[config.mk]
export PLATFORM = sky130hd
export DESIGN_NAME = if_stage
export DESIGN_NICKNAME = d
export VERILOG_FILES = /design/src/rtl/if_pkg.sv /design/src/rtl/fetch_fifo.sv /design/src/rtl/if_stage.sv
export SDC_FILE = /design/constraint.sdc
export NUM_CORES = 1
export LEC_CHECK = 0
export ABC_AREA = 0
export CORE_ASPECT_RATIO = 0.7
export CORE_UTILIZATION = 55
export DETAILED_ROUTE_END_ITERATION = 10
export PLACE_DENSITY = 0.81
export SYNTH_ARGS = -nofsm -noshare
export SYNTH_HDL_FRONTEND = slang
export SYNTH_HIERARCHICAL = 1
export SYNTH_SLANG_ARGS = --single-unit
export TNS_END_PERCENT = 30
[constraint.sdc]
create_clock -name clk -period 5.75 [get_ports clk]
set_clock_uncertainty 0.1 [all_clocks]
set_input_delay 1.15 -clock clk [delete_from_list [all_inputs] [get_ports clk]]
set_output_delay 1.15 -clock clk [all_outputs]
set_load 0.02 [all_outputs]
[src/rtl/if_pkg.sv]
`default_nettype none
// ============================================================================
// Module   : if_pkg
// Brief    : Shared constants and types for the RV32I instruction fetch stage.
// Revision : 1.0  initial release
// ============================================================================
package if_pkg;

    localparam int IF_ADDR_W = 32;
    localparam int IF_DATA_W = 32;

    // addi x0, x0, 0 -- the canonical bubble
    localparam logic [IF_DATA_W-1:0] NOP_INSTR        = 32'h0000_0013;
    localparam logic [IF_ADDR_W-1:0] DEFAULT_RESET_PC = 32'h0000_0000;

    // One fetched instruction together with the address it came from
    typedef struct packed {
        logic [IF_ADDR_W-1:0] pc;
        logic [IF_DATA_W-1:0] instr;
    } fetch_entry_t;

    // Instructions are word aligned; low address bits are forced to zero
    function automatic logic [IF_ADDR_W-1:0] word_align(input logic [IF_ADDR_W-1:0] addr);
        return {addr[IF_ADDR_W-1:2], 2'b00};
    endfunction

endpackage : if_pkg
`default_nettype wire

[src/rtl/fetch_fifo.sv]
`default_nettype none
// ============================================================================
// Module   : fetch_fifo
// Brief    : Synchronous FIFO of fetch entries with synchronous clear.
//            Head entry is presented combinationally (show-ahead).
// Revision : 1.0  initial release
// ============================================================================
module fetch_fifo
    import if_pkg::*;
#(
    parameter int DEPTH = 2,
    localparam int CNT_W = $clog2(DEPTH) + 1
) (
    input  logic             clk,
    input  logic             rst,
    input  logic             clear,
    input  logic             push,
    input  fetch_entry_t     push_data,
    input  logic             pop,
    output fetch_entry_t     head,
    output logic             full,
    output logic             empty,
    output logic [CNT_W-1:0] count
);

    localparam int PTR_W = $clog2(DEPTH);

    fetch_entry_t     r_mem [DEPTH];
    logic [PTR_W-1:0] r_rd_ptr;
    logic [PTR_W-1:0] r_wr_ptr;
    logic [CNT_W-1:0] r_count;

    logic w_do_push;
    logic w_do_pop;

    assign w_do_push = push && !full;
    assign w_do_pop  = pop && !empty;

    // Storage array; contents need no reset because the count qualifies them
    always_ff @(posedge clk) begin
        if (w_do_push) begin
            r_mem[r_wr_ptr] <= push_data;
        end
    end

    // Pointer and occupancy bookkeeping; depth is a power of two so pointers wrap naturally
    always_ff @(posedge clk) begin
        if (rst || clear) begin
            r_rd_ptr <= '0;
            r_wr_ptr <= '0;
            r_count  <= '0;
        end else begin
            if (w_do_push) begin
                r_wr_ptr <= r_wr_ptr + PTR_W'(1);
            end
            if (w_do_pop) begin
                r_rd_ptr <= r_rd_ptr + PTR_W'(1);
            end
            r_count <= r_count + CNT_W'(w_do_push) - CNT_W'(w_do_pop);
        end
    end

    assign head  = r_mem[r_rd_ptr];
    assign full  = (r_count == CNT_W'(DEPTH));
    assign empty = (r_count == '0);
    assign count = r_count;

endmodule : fetch_fifo
`default_nettype wire

[src/rtl/if_stage.sv]
`default_nettype none
// ============================================================================
// Module   : if_stage
// Brief    : RV32I instruction fetch stage. Owns the fetch PC, issues
//            credit-limited requests to a variable-latency in-order
//            instruction memory, buffers responses and drives the IF/ID
//            pipeline register. Stale fetches after a redirect are dropped.
// Revision : 1.0  initial release
// ============================================================================
module if_stage
    import if_pkg::*;
#(
    parameter int                    DATA_WIDTH  = IF_DATA_W,
    parameter int                    ADDR_WIDTH  = IF_ADDR_W,
    parameter logic [ADDR_WIDTH-1:0] RESET_PC    = DEFAULT_RESET_PC,
    parameter int                    FETCH_DEPTH = 2
) (
    input  logic                  clk,
    input  logic                  rst,
    input  logic                  stall,
    input  logic                  flush,
    input  logic                  redirect_valid,
    input  logic [ADDR_WIDTH-1:0] redirect_pc,
    output logic                  imem_req_valid,
    input  logic                  imem_req_ready,
    output logic [ADDR_WIDTH-1:0] imem_req_addr,
    input  logic                  imem_rsp_valid,
    input  logic [DATA_WIDTH-1:0] imem_rsp_data,
    output logic [DATA_WIDTH-1:0] instruction,
    output logic [ADDR_WIDTH-1:0] PC,
    output logic [ADDR_WIDTH-1:0] PC_plus_4,
    output logic                  if_valid
);

    localparam int CNT_W = $clog2(FETCH_DEPTH) + 1;
    localparam int PTR_W = $clog2(FETCH_DEPTH);
    localparam int OCC_W = CNT_W + 1;

    // ------------------------------------------------------------------------
    // Registered state
    // ------------------------------------------------------------------------
    logic                  r_rst_q;
    logic [ADDR_WIDTH-1:0] r_fetch_pc;
    logic [ADDR_WIDTH-1:0] r_pq [FETCH_DEPTH];
    logic [PTR_W-1:0]      r_pq_rd;
    logic [PTR_W-1:0]      r_pq_wr;
    logic [CNT_W-1:0]      r_pq_cnt;
    logic [CNT_W-1:0]      r_discard_cnt;
    logic [DATA_WIDTH-1:0] r_instr;
    logic [ADDR_WIDTH-1:0] r_pc;
    logic [ADDR_WIDTH-1:0] r_pc4;
    logic                  r_if_valid;

    // ------------------------------------------------------------------------
    // Combinational control
    // ------------------------------------------------------------------------
    logic [OCC_W-1:0] w_occ;
    logic             w_req_fire;
    logic             w_discarding;
    logic             w_pq_pop;
    logic             w_rsp_take;
    logic             w_load_ok;
    logic             w_bypass;
    logic             w_fifo_push;
    logic             w_fifo_pop;
    logic             w_fifo_full;
    logic             w_fifo_empty;
    logic [CNT_W-1:0] w_fifo_count;
    logic [CNT_W-1:0] w_redirect_discard;
    fetch_entry_t     w_rsp_entry;
    fetch_entry_t     w_fifo_head;

    // Credit counts every fetch not yet handed to IF/ID, including ones that
    // will be thrown away, so the FIFO can never overflow.
    assign w_occ = OCC_W'(r_pq_cnt) + OCC_W'(r_discard_cnt) + OCC_W'(w_fifo_count);

    // Request is a function of registered state only
    assign imem_req_valid = !r_rst_q && (w_occ < OCC_W'(FETCH_DEPTH));
    assign imem_req_addr  = r_fetch_pc;
    assign w_req_fire     = imem_req_valid && imem_req_ready;

    assign w_discarding = (r_discard_cnt != '0);
    assign w_pq_pop     = imem_rsp_valid && !w_discarding;
    assign w_rsp_take   = w_pq_pop && !redirect_valid;

    // IF/ID may take a real instruction this cycle
    assign w_load_ok    = !stall && !flush && !redirect_valid;
    assign w_bypass     = w_rsp_take && w_fifo_empty && w_load_ok;
    assign w_fifo_push  = w_rsp_take && !w_bypass && !w_fifo_full;
    assign w_fifo_pop   = w_load_ok && !w_fifo_empty;

    assign w_rsp_entry  = '{pc: r_pq[r_pq_rd], instr: imem_rsp_data};

    // Responses still owed by memory once a redirect lands: everything
    // outstanding, plus this cycle's accepted request, minus this cycle's response
    assign w_redirect_discard = r_pq_cnt + r_discard_cnt
                              + CNT_W'(w_req_fire) - CNT_W'(imem_rsp_valid);

    // ------------------------------------------------------------------------
    // Buffered responses waiting for IF/ID
    // ------------------------------------------------------------------------
    fetch_fifo #(
        .DEPTH     (FETCH_DEPTH)
    ) u_fetch_fifo (
        .clk       (clk),
        .rst       (rst),
        .clear     (redirect_valid),
        .push      (w_fifo_push),
        .push_data (w_rsp_entry),
        .pop       (w_fifo_pop),
        .head      (w_fifo_head),
        .full      (w_fifo_full),
        .empty     (w_fifo_empty),
        .count     (w_fifo_count)
    );

    // Delayed reset keeps requests off during the first cycle after reset release
    always_ff @(posedge clk) begin
        if (rst) begin
            r_rst_q <= 1'b1;
        end else begin
            r_rst_q <= 1'b0;
        end
    end

    // Fetch PC: redirect target takes priority over sequential advance
    always_ff @(posedge clk) begin
        if (rst) begin
            r_fetch_pc <= RESET_PC;
        end else if (redirect_valid) begin
            r_fetch_pc <= word_align(redirect_pc);
        end else if (w_req_fire) begin
            r_fetch_pc <= r_fetch_pc + ADDR_WIDTH'(4);
        end
    end

    // Pending-PC storage: address of every accepted request, in issue order
    always_ff @(posedge clk) begin
        if (w_req_fire) begin
            r_pq[r_pq_wr] <= r_fetch_pc;
        end
    end

    // Pending-PC pointers; a redirect abandons everything in flight
    always_ff @(posedge clk) begin
        if (rst || redirect_valid) begin
            r_pq_rd  <= '0;
            r_pq_wr  <= '0;
            r_pq_cnt <= '0;
        end else begin
            if (w_req_fire) begin
                r_pq_wr <= r_pq_wr + PTR_W'(1);
            end
            if (w_pq_pop) begin
                r_pq_rd <= r_pq_rd + PTR_W'(1);
            end
            r_pq_cnt <= r_pq_cnt + CNT_W'(w_req_fire) - CNT_W'(w_pq_pop);
        end
    end

    // Discard counter: number of stale responses still to be swallowed
    always_ff @(posedge clk) begin
        if (rst) begin
            r_discard_cnt <= '0;
        end else if (redirect_valid) begin
            r_discard_cnt <= w_redirect_discard;
        end else if (imem_rsp_valid && w_discarding) begin
            r_discard_cnt <= r_discard_cnt - CNT_W'(1);
        end
    end

    // IF/ID register: FIFO head first, then bypassed response, else a bubble
    always_ff @(posedge clk) begin
        if (rst) begin
            r_instr    <= NOP_INSTR;
            r_pc       <= '0;
            r_pc4      <= '0;
            r_if_valid <= 1'b0;
        end else if (flush || redirect_valid) begin
            r_instr    <= NOP_INSTR;
            r_if_valid <= 1'b0;
        end else if (!stall) begin
            if (!w_fifo_empty) begin
                r_instr    <= w_fifo_head.instr;
                r_pc       <= w_fifo_head.pc;
                r_pc4      <= w_fifo_head.pc + ADDR_WIDTH'(4);
                r_if_valid <= 1'b1;
            end else if (w_bypass) begin
                r_instr    <= w_rsp_entry.instr;
                r_pc       <= w_rsp_entry.pc;
                r_pc4      <= w_rsp_entry.pc + ADDR_WIDTH'(4);
                r_if_valid <= 1'b1;
            end else begin
                r_instr    <= NOP_INSTR;
                r_if_valid <= 1'b0;
            end
        end
    end

    assign instruction = r_instr;
    assign PC          = r_pc;
    assign PC_plus_4   = r_pc4;
    assign if_valid    = r_if_valid;

endmodule : if_stage
`default_nettype wire

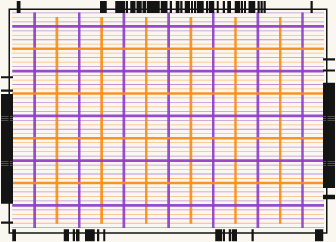
(supply network)
Pins as bars on the die edge.
Purple is VSS. Orange is VDD.
9 straps on met5. 49 met1 rails follow the rows. 13 straps on met4.
maximum VDD drop: 259 uV
die height: 135 um

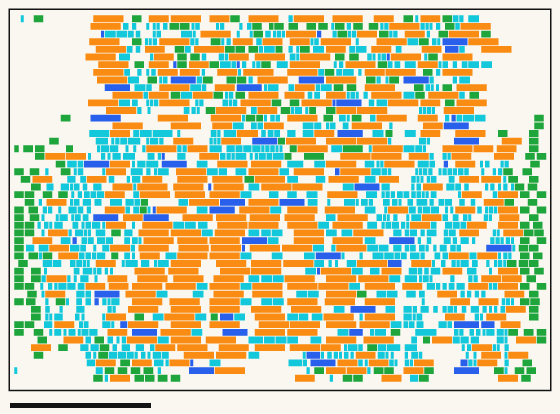
(cells colored by class)
Bar = 50 um.
Cyan is all other logic, cells 802, share of their area 31%. Blue is clock drivers and dummy loads, cells 57, share of their area 5.8%. Green is other buffers and delay cells, cells 211, share of their area 13%. Orange is flops, cells 326, share of their area 50%.
Core ar.: 24700 um2
Seq/total area: 0.492
utilization after layout: 0.690
final instance area: 17100 um2

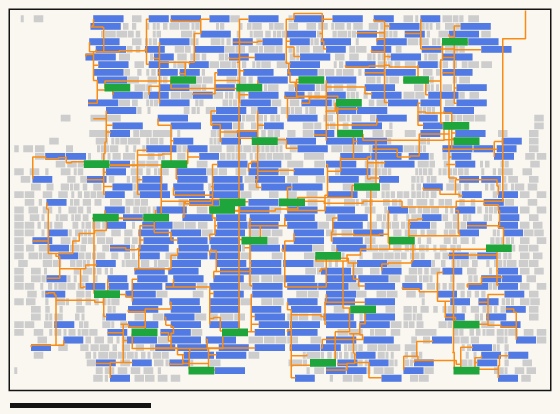
(clock network drawn from the DEF)
Bar = 50 um.
Blue is flip-flops, count 326. Orange is clock wires, length 3410 um. Green is cells driving clock nets, count 31.
Position of the flops: spread over the die.
clk latency late pin: 0.55 ns
clock share of power: 0.353
Power Clock: 1.94 mW

==> results_slide.txt <==
Run Summary

Run status
  • Outcome: finished, final reports clean

Cells and area
  • Comb area share: 0.299
  • NonClk Buf Share: 0.122
  • Largest cell class: flip-flops and latches
  • Fillers: 1823
  • Post-route insts no fill: 1723
  • Non-CTS buffers: 211
  • Synth-to-Final Area Change: 22.8%
  • ClkCell Share: 0.0571
  • Seq cells: 326
  • Dominant logic cell types in the final layout: clkdlybuf4s50_1 (194), edfxtp_1 (188), nor2_1 (148)
  • MI comb area: 5100 um2
  • Antenna Cells: 2

Detailed routing
  • DRC: 0
  • Detail Route Antenna Nets: 0
  • DR WL met2: 13.5 mm
  • Routed wire per std cell: 18.5 um
  • WL met1: 15.3 mm
  • Via count: 9803
  • Detailed Routing Iterations Pass 1: 5
  • Initial DRC count: 1007

Pwr
  • Net Sw Frac: 0.255
  • Reg power frac: 0.494
  • Combinational share of power: 0.153
  • Switching power total: 1.40 mW
  • Comb pwr: 0.843 mW
  • PwrDens: 322 nW/um2
  • Leakage: 5.91 nW
  • P_int: 4.10 mW

Global route
  • GR Util met3: 0.0416
  • M1 GR Usage: 0.383
  • Met2 usage: 0.354
  • Initial antenna violation count: 1
  • Vias in the first global route: 9194
  • First-pass GRT wire length: 49.5 mm
  • Largest net degree at the start of global routing: 79
  • Tot GR Track Use: 0.244
  • Congestion Overflow GR: 0

Worst setup path
  • R2r setup slk: 2.24 ns
  • WP data required: 4.50 ns
  • Crit Path Class: reg2out
  • Crit-path cells: inv_1, fa_1, inv_1, ha_1, nor2_1, and2_1, clkdlybuf4s50_1
  • Arr. time, crit path: 3.08 ns
  • CP max stage cell: clkdlybuf4s50_1
  • Slowest stage delay, CP: 0.63 ns
  • CP max FO: 6
  • Endpoint type of the worst setup path: output pin
  • Most frequent CP cell: inv_1
  • Largest delay share family, worst path: adder cells

Synth
  • Cells after synthesis: 1194
  • Synthesis Warnings: 6
  • Yosys cell types: 65
  • Synthesized area per cell: 11.6 um2
  • Post-synth regs: 326
  • Post-synth seq share: 0.605
  • Synth Cell Area: 13900 um2
  • Synth area leader: edfxtp_1
  • Ys cells: 1194
  • Ys flop type: edfxtp_1
  • Synth async-reset ratio: 0
  • Yosys stat chip area: 13900 um2
  • Top cells by area: edfxtp_1 (41%), dfxtp_1 (20%), mux2_2 (8.3%), a21oi_1 (4.2%), nor2_1 (4.1%)

Floorplan
  • Chip width: 192 um
  • Num rows: 48
  • Io pins: 201
  • Well tap count: 325

Clocking
  • Postcts setup bufs: 0
  • CTS Buf Count: 31
  • Htree depth: 1
  • CTS clock-pin slew for the worst setup and hold paths: 0.06 ns
  • CTS tree: yes
  • Clock sinks: 326
  • Clock root buffer: clkbuf_16

Timing
  • Period Utilization, post-route: 0.753
  • Slew @ Worst Pin: 1.12 ns
  • Crit path time final: 4.33 ns
  • Setup TNS: 0 ns
  • Final tally of hold violations: 0
  • Rel. slew slack: 0.252
  • RSZ-0062 raised after global routing: no

Job
  • Max-cap violations: 0

Place
  • DP Wirelength: 21.2 mm
  • Routability cong.: 0.832
  • PortBufs: 196
[kinds of logic after synthesis]
| logic type | after synthesis | synth area share |
|---|---|---|
| AND/OR/NAND/NOR | 378 | 0.131 |
| XOR/XNOR | 49 | 0.0309 |
| flip-flops | 326 | 0.605 |
| multiplexers | 131 | 0.104 |
| AND-OR/OR-AND | 201 | 0.0848 |
| buffers and inverters | 95 | 0.0315 |
| adder cells (fa/ha/maj) | 13 | 0.0128 |
| other | 1 | 0.000270 |
[state kept, by name, indices dropped and copies added (netlist names), named ones only]
name,flops
u_fetch_fifo/count,2
u_fetch_fifo/r_rd_ptr,1
PC,32
r_pq_rd,1
PC_plus_4,30
u_fetch_fifo/r_wr_ptr,1
if_valid,1
r_pq_cnt,2
imem_req_addr,30
r_rst_q,1
u_fetch_fifo/r_mem,128
r_discard_cnt,2
instruction,32
r_pq,60
r_pq_wr,1
[stage by stage]
| stage | util | hold WS (ns) | worst slack (ns) | cell area, um2 | total power [mW] |
|---|---|---|---|---|---|
| after CTS | 0.690 | 0.361 | 1.42 | 17100 | 5.51 |
| after floorplan | - | 0.358 | 1.49 | 13900 | 3.28 |
| final | 0.690 | 0.355 | 1.42 | 17100 | 5.50 |
| after detailed placement | 0.651 | 0.353 | 1.45 | 16100 | 3.59 |
| after global placement | 0.651 | 0.344 | 1.53 | 16100 | 3.56 |
| after global routing | 0.690 | 0.378 | 1.28 | 17100 | 5.69 |
[worst paths after layout]
check | start | endpoint | cells past startpoint
worst max-delay path | u_fetch_fifo/count[1] | imem_req_valid | 7
worst min-delay path | PC[3] | PC[3] | 2
worst max register to register | flip-flop | PC_plus_4[20] | 7
worst min register to register | PC[3] | PC[3] | 2
Power and IR drop assume default switching activity.
